--- src/rtl/crc_pkg.sv ---
// Shared types and defaults for the serial CRC transmitter.
// Holds the FSM states, default geometry and a reference CRC function.
package crc_pkg;

  typedef enum logic [1:0] {
    IDLE,
    SHIFT,
    HOLD
  } state_t;

  localparam int          BW_D     = 4;
  localparam int          CRC_BW_D = 3;
  localparam logic [2:0]  POLY_D   = 3'b011;

  // Whole-word CRC for the default geometry: (data * x^CRC_BW) mod G.
  function automatic logic [CRC_BW_D-1:0] crc_ref(
    input logic [BW_D-1:0] data
  );
    logic [CRC_BW_D-1:0] r;
    logic                fb;
    r = '0;
    for (int i = BW_D - 1; i >= 0; i--) begin
      fb = data[i] ^ r[CRC_BW_D-1];
      r  = {r[CRC_BW_D-2:0], 1'b0} ^ (fb ? POLY_D : '0);
    end
    return r;
  endfunction

endpackage

--- src/rtl/crc_lfsr_serial.sv ---
// Bit-serial CRC register, MSB-first data, one bit per shift.
// clr wins over shift; crc is the current register contents.
module crc_lfsr_serial #(
  parameter int                CRC_BW = 3,
  parameter logic [CRC_BW-1:0] POLY   = CRC_BW'(3'b011)
) (
  input  logic              clk,
  input  logic              rstn,
  input  logic              clr,
  input  logic              shift,
  input  logic              bit_in,
  output logic [CRC_BW-1:0] crc
);

  logic              w_fb;
  logic [CRC_BW-1:0] w_nxt;

  assign w_fb  = bit_in ^ crc[CRC_BW-1];
  assign w_nxt = {crc[CRC_BW-2:0], 1'b0} ^ (w_fb ? POLY : '0);

  // Clear at word start, otherwise fold in one data bit per shift.
  always_ff @(posedge clk or negedge rstn) begin
    if (!rstn) begin
      crc <= '0;
    end else if (clr) begin
      crc <= '0;
    end else if (shift) begin
      crc <= w_nxt;
    end
  end

endmodule

--- src/rtl/crc_transmitter.sv ---
// Systematic CRC encoder: {data, crc} codewords over valid/ready.
// Optional CRC_ERR_INJECT_EN adds err_en/err_pos to flip one bit.
module crc_transmitter
  import crc_pkg::*;
#(
  parameter int                BW     = BW_D,
  parameter int                CRC_BW = CRC_BW_D,
  parameter logic [CRC_BW-1:0] POLY   = CRC_BW'(POLY_D)
) (
  input  logic                 clk,
  input  logic                 rstn,
  input  logic [BW-1:0]        in_data,
  input  logic                 in_valid,
  output logic                 in_ready,
  output logic [BW+CRC_BW-1:0] out_data,
  output logic                 out_valid,
  input  logic                 out_ready
`ifdef CRC_ERR_INJECT_EN
  ,
  input  logic                 err_en,
  input  logic [$clog2(BW+CRC_BW)-1:0] err_pos
`endif
);

  localparam int CW = (BW > 1) ? $clog2(BW) : 1;
  localparam int OW = BW + CRC_BW;

  state_t            r_state;
  state_t            w_state_nxt;
  logic [BW-1:0]     r_data;
  logic [CW-1:0]     r_cnt;
  logic [CW-1:0]     w_idx;
  logic              w_bit;
  logic              w_last;
  logic              w_accept;
  logic              w_shift;
  logic              w_load;
  logic              w_fb;
  logic [CRC_BW-1:0] w_crc;
  logic [CRC_BW-1:0] w_crc_nxt;
  logic [OW-1:0]     w_flip;
  logic [OW-1:0]     r_out_data;
  logic              r_out_valid;

  assign w_idx    = CW'(BW - 1) - r_cnt;
  assign w_bit    = r_data[w_idx];
  assign w_last   = (r_cnt == CW'(BW - 1));
  assign w_accept = in_valid & in_ready;

  // The codeword is loaded on the edge of the final shift, so the
  // post-shift CRC value is formed here alongside the register.
  assign w_fb      = w_bit ^ w_crc[CRC_BW-1];
  assign w_crc_nxt = {w_crc[CRC_BW-2:0], 1'b0} ^ (w_fb ? POLY : '0);

  crc_lfsr_serial #(
    .CRC_BW (CRC_BW),
    .POLY   (POLY)
  ) u_lfsr (
    .clk    (clk),
    .rstn   (rstn),
    .clr    (w_accept),
    .shift  (w_shift),
    .bit_in (w_bit),
    .crc    (w_crc)
  );

`ifdef CRC_ERR_INJECT_EN
  logic                     r_err_en;
  logic [$clog2(OW)-1:0]    r_err_pos;

  // Error request travels with the word accepted on the same edge.
  always_ff @(posedge clk or negedge rstn) begin
    if (!rstn) begin
      r_err_en  <= 1'b0;
      r_err_pos <= '0;
    end else if (w_accept) begin
      r_err_en  <= err_en;
      r_err_pos <= err_pos;
    end
  end

  // Out-of-range positions leave the codeword clean.
  always_comb begin
    w_flip = '0;
    if (r_err_en && (int'(r_err_pos) < OW)) begin
      w_flip[r_err_pos] = 1'b1;
    end
  end
`else
  assign w_flip = '0;
`endif

  // State register.
  always_ff @(posedge clk or negedge rstn) begin
    if (!rstn) begin
      r_state <= IDLE;
    end else begin
      r_state <= w_state_nxt;
    end
  end

  // Next state and handshake/strobe decode.
  always_comb begin
    w_state_nxt = r_state;
    in_ready    = 1'b0;
    w_shift     = 1'b0;
    w_load      = 1'b0;
    unique case (r_state)
      IDLE: begin
        in_ready = 1'b1;
        if (in_valid) w_state_nxt = SHIFT;
      end
      SHIFT: begin
        w_shift = 1'b1;
        if (w_last) begin
          w_load      = 1'b1;
          w_state_nxt = HOLD;
        end
      end
      HOLD: begin
        in_ready = out_ready;
        if (out_ready) begin
          w_state_nxt = in_valid ? SHIFT : IDLE;
        end
      end
      default: w_state_nxt = IDLE;
    endcase
  end

  // Word latch, bit counter and output hold register.
  always_ff @(posedge clk or negedge rstn) begin
    if (!rstn) begin
      r_data      <= '0;
      r_cnt       <= '0;
      r_out_data  <= '0;
      r_out_valid <= 1'b0;
    end else begin
      if (w_accept) begin
        r_data <= in_data;
        r_cnt  <= '0;
      end else if (w_shift) begin
        r_cnt  <= r_cnt + 1'b1;
      end
      if (w_load) begin
        r_out_data  <= {r_data, w_crc_nxt} ^ w_flip;
        r_out_valid <= 1'b1;
      end else if (r_state == HOLD && out_ready) begin
        r_out_valid <= 1'b0;
      end
    end
  end

  assign out_data  = r_out_data;
  assign out_valid = r_out_valid;

endmodule

--- config.mk ---
export PLATFORM = sky130hd
export DESIGN_NAME = crc_transmitter
export DESIGN_NICKNAME = d
export VERILOG_FILES = /design/src/rtl/crc_pkg.sv /design/src/rtl/crc_lfsr_serial.sv /design/src/rtl/crc_transmitter.sv
export SDC_FILE = /design/constraint.sdc
export NUM_CORES = 1
export LEC_CHECK = 0
export CORE_UTILIZATION = 52
export DETAILED_ROUTE_END_ITERATION = 12
export GPL_TIMING_DRIVEN = 0
export PLACE_DENSITY_LB_ADDON = 0.08
export SLEW_MARGIN = 20
export SYNTH_ARGS = -nofsm -noshare
export SYNTH_HDL_FRONTEND = slang
export SYNTH_SLANG_ARGS = --single-unit
--- constraint.sdc ---
create_clock -name clk -period 3.3 [get_ports clk]
set_clock_uncertainty 0.1 [all_clocks]
set_input_delay 0.66 -clock clk [delete_from_list [all_inputs] [get_ports clk]]
set_output_delay 0.66 -clock clk [all_outputs]
set_load 0.05 [all_outputs]
### Clock distribution

(10 px per um)
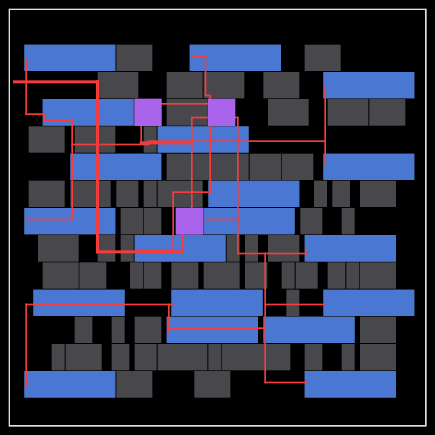
[clock wires] red | length: 234 um
[clock drivers] purple | count: 3
[flip-flops] blue | count: 19
routed clock nets: 4
clock share of power: 9.7%
clock network power: 113 uW
Worst-Skew Late Latency: 0.29 ns

==> reports/qor.yml <==
hold_path:
  holdPathEnd: "out_data[1]$_DFFE_PN0P_"
  hold_path_depth: 2
  min_path_type: "reg -> reg"
  min_from: "out_data[1]$_DFFE_PN0P_"
yosys:
  synthAoiAreaFrac_pct: 8.629
  synth_area_um2: 812.0
  synthArstFlopShare_pct: 100.0
  syn_nets: 74
  mux_share_pct: 13.87
  ys_seq_share_pct: 58.55
  yosys.area_share.simple_pct: 11.56
  synth_flops: 19
  top_cell_area_share_pct: 58.55
  ys_cells: 65
  yosysWarnings: 0
  area_leaders: "dfrtp_1, mux2_2, nand2_1, o22ai_1, mux4_2"
  ff_type: "dfrtp_1"
  topCombFamilyByArea: "multiplexers"
  synthDistinctLibCells: 20
  fa_ha_area_share_pct: 1.541
  yosys_area_um2: 812.0
  common_cells: "dfrtp_1, nand2_1, mux2_2"
  yosysTopAreaCell: "dfrtp_1"
  synthXorXnorAreaFrac_pct: 3.236
  postSynthCellCount: 65
  yosysMostFrequentCell: "dfrtp_1"
  edf_count: 0
floorplan:
  die_w_um: 41.52
  die_area_mm2: 0.001724
  rows: 13
  fp_util_pct: 58.73
  core_mm2: 0.001383
  taps: 15
finish:
  comb_share_pct: 31.00
  synthToLayoutAreaGrowth_pct: 25.27
  layout_top_cells: "dfrtp_1, clkdlybuf4s50_1, nand2_1"
  clkbuf_count: 4
  nMultiInputCombCells: 41
  fin_nets: 95
  flop-count: 19
  sh_seq_area_pct: 46.74
  area.combinational_um2: 315.3
  final_common_cell: "dfrtp_1"
  drive_gt1_share_pct: 20.00
  dominant_cells: "flip-flops and latches"
  diodes: 0
  final_cell_count_no_fill: 100
  final_area_mm2: 0.001017
  fin_util_pct: 73.57
  buf_share_pct: 16.73
  seqCellArea_um2: 475.5
  n_all_inverters: 3
  n_all_buffers: 18
route:
  vias: 531
  routed_wl_mm: 1.311
  dr.first_iter.drc_count: 12
  via_per_inst: 5.310
  top_layer: "met4"
  first_pass_iters: 4
  wl_met2_um: 639
  ant_nets: 0
  drc: 0
  wl_met3_um: 39
  wire_per_inst_um: 13.11
  m1WireLength_um: 616
grt:
  grt_max_degree: 20
  grt_first_pass_wirelength_mm: 2.180
  grtUsageTotal_pct: 17.05
  antenna_found_initial: 0
  gr-usage-met3_pct: 3.913
  grt_overflow: 0
  grt.met1_usage_pct: 21.22
  grt_util_met2_pct: 27.81
  busiest_layer: "met2"
  grt_pass1_vias: 502
pwr:
  p_comb_uw: 628
  power.switching_uw: 506.0
  total_power_mw: 1.170
  leakage_nw: 0.4369
  intPower_uw: 664.1
  pwr-share-seq_pct: 36.6
  seq_cell_power_uw: 429
  p_per_area_mw_per_mm2: 1150
  netSwitchingFraction_pct: 43.24
  power_frac_comb_pct: 53.7
  ir_worst_vdd_uv: 726.8
  maxPowerGroup: "combinational logic"
sta:
  tns_ns: 0
  whs_ns: 0.3828
  finalMaxSlewViolations: 0
  fin_ws_ns: 0.3563
  fin_crit_ns: 2.944
  hold_violations: 0
  clock.fmax_mhz: 339.7
  fin_crit_sh_pct: 89.20
  tightest_slew_ns: 0.8196
  grt_setup_unrepaired: "no"
setup_path:
  cp-end-kind: "primary output"
  critPathMaxStageDelay_ns: 0.82
  crit_cells: 4
  timing.critical_path.mode_cell: "clkdlybuf4s50_1"
  reg2regPathDepth: 3
  r2r-end: "r_data[3]$_DFFE_PN0P_"
  path_max_fanout: 3
  crit_start: "out_ready"
  worstPathArrival_ns: 2.18
  cp-endpoint: "in_ready"
  r2r_start: "r_state[1]$_DFFE_PN0P_"
  critPathBufInv: 2
  cp_cell_sequence: "clkdlybuf4s50_1, nor2b_4, nor2_1, clkdlybuf4s50_1"
  worstPathRequired_ns: 2.54
  cpMaxStageDelayCell: "clkdlybuf4s50_1"
  crit_family: "buffers and inverters"
  reg2reg_slack_ns: 1.70
  criticalPathCategory: "in -> out"
clock_network:
  cts_buffers: 3
  post_cts_buffers: 0
  holdBufCountCts: 0
  clockRootBuffer: "clkbuf_4"
  numClockSinks: 19
  htree_levels: 1
  clkTransAtPathRegs_ns: 0.10
  clock_path_buffers: 2
  cts_resized: 0
  cts_tree: "yes"
place:
  hpwl_um: 928.8
  dpl.cell_count: 96
  gp_congestion: 0.7183
  place_ws_ns: 0.3502
job:
  tool_warnings: 26
outcome:
  status: "complete, no violations"
### Nets reached from selected ports

(6 px per um)
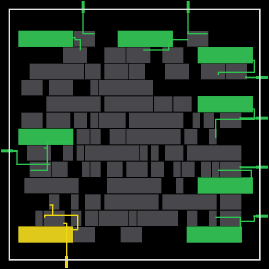
[out_valid] yellow | bits: 1 | direction: output | end cells: 1 | buffers: 1 | wire: 17.4 um
[out_data] green | bits: 7 | direction: output | end cells: 7 | buffers: 7 | wire: 89.7 um
io pins: 17
number of port buffers: 16

No activity file was given, so power comes from the tool's default toggle rates.
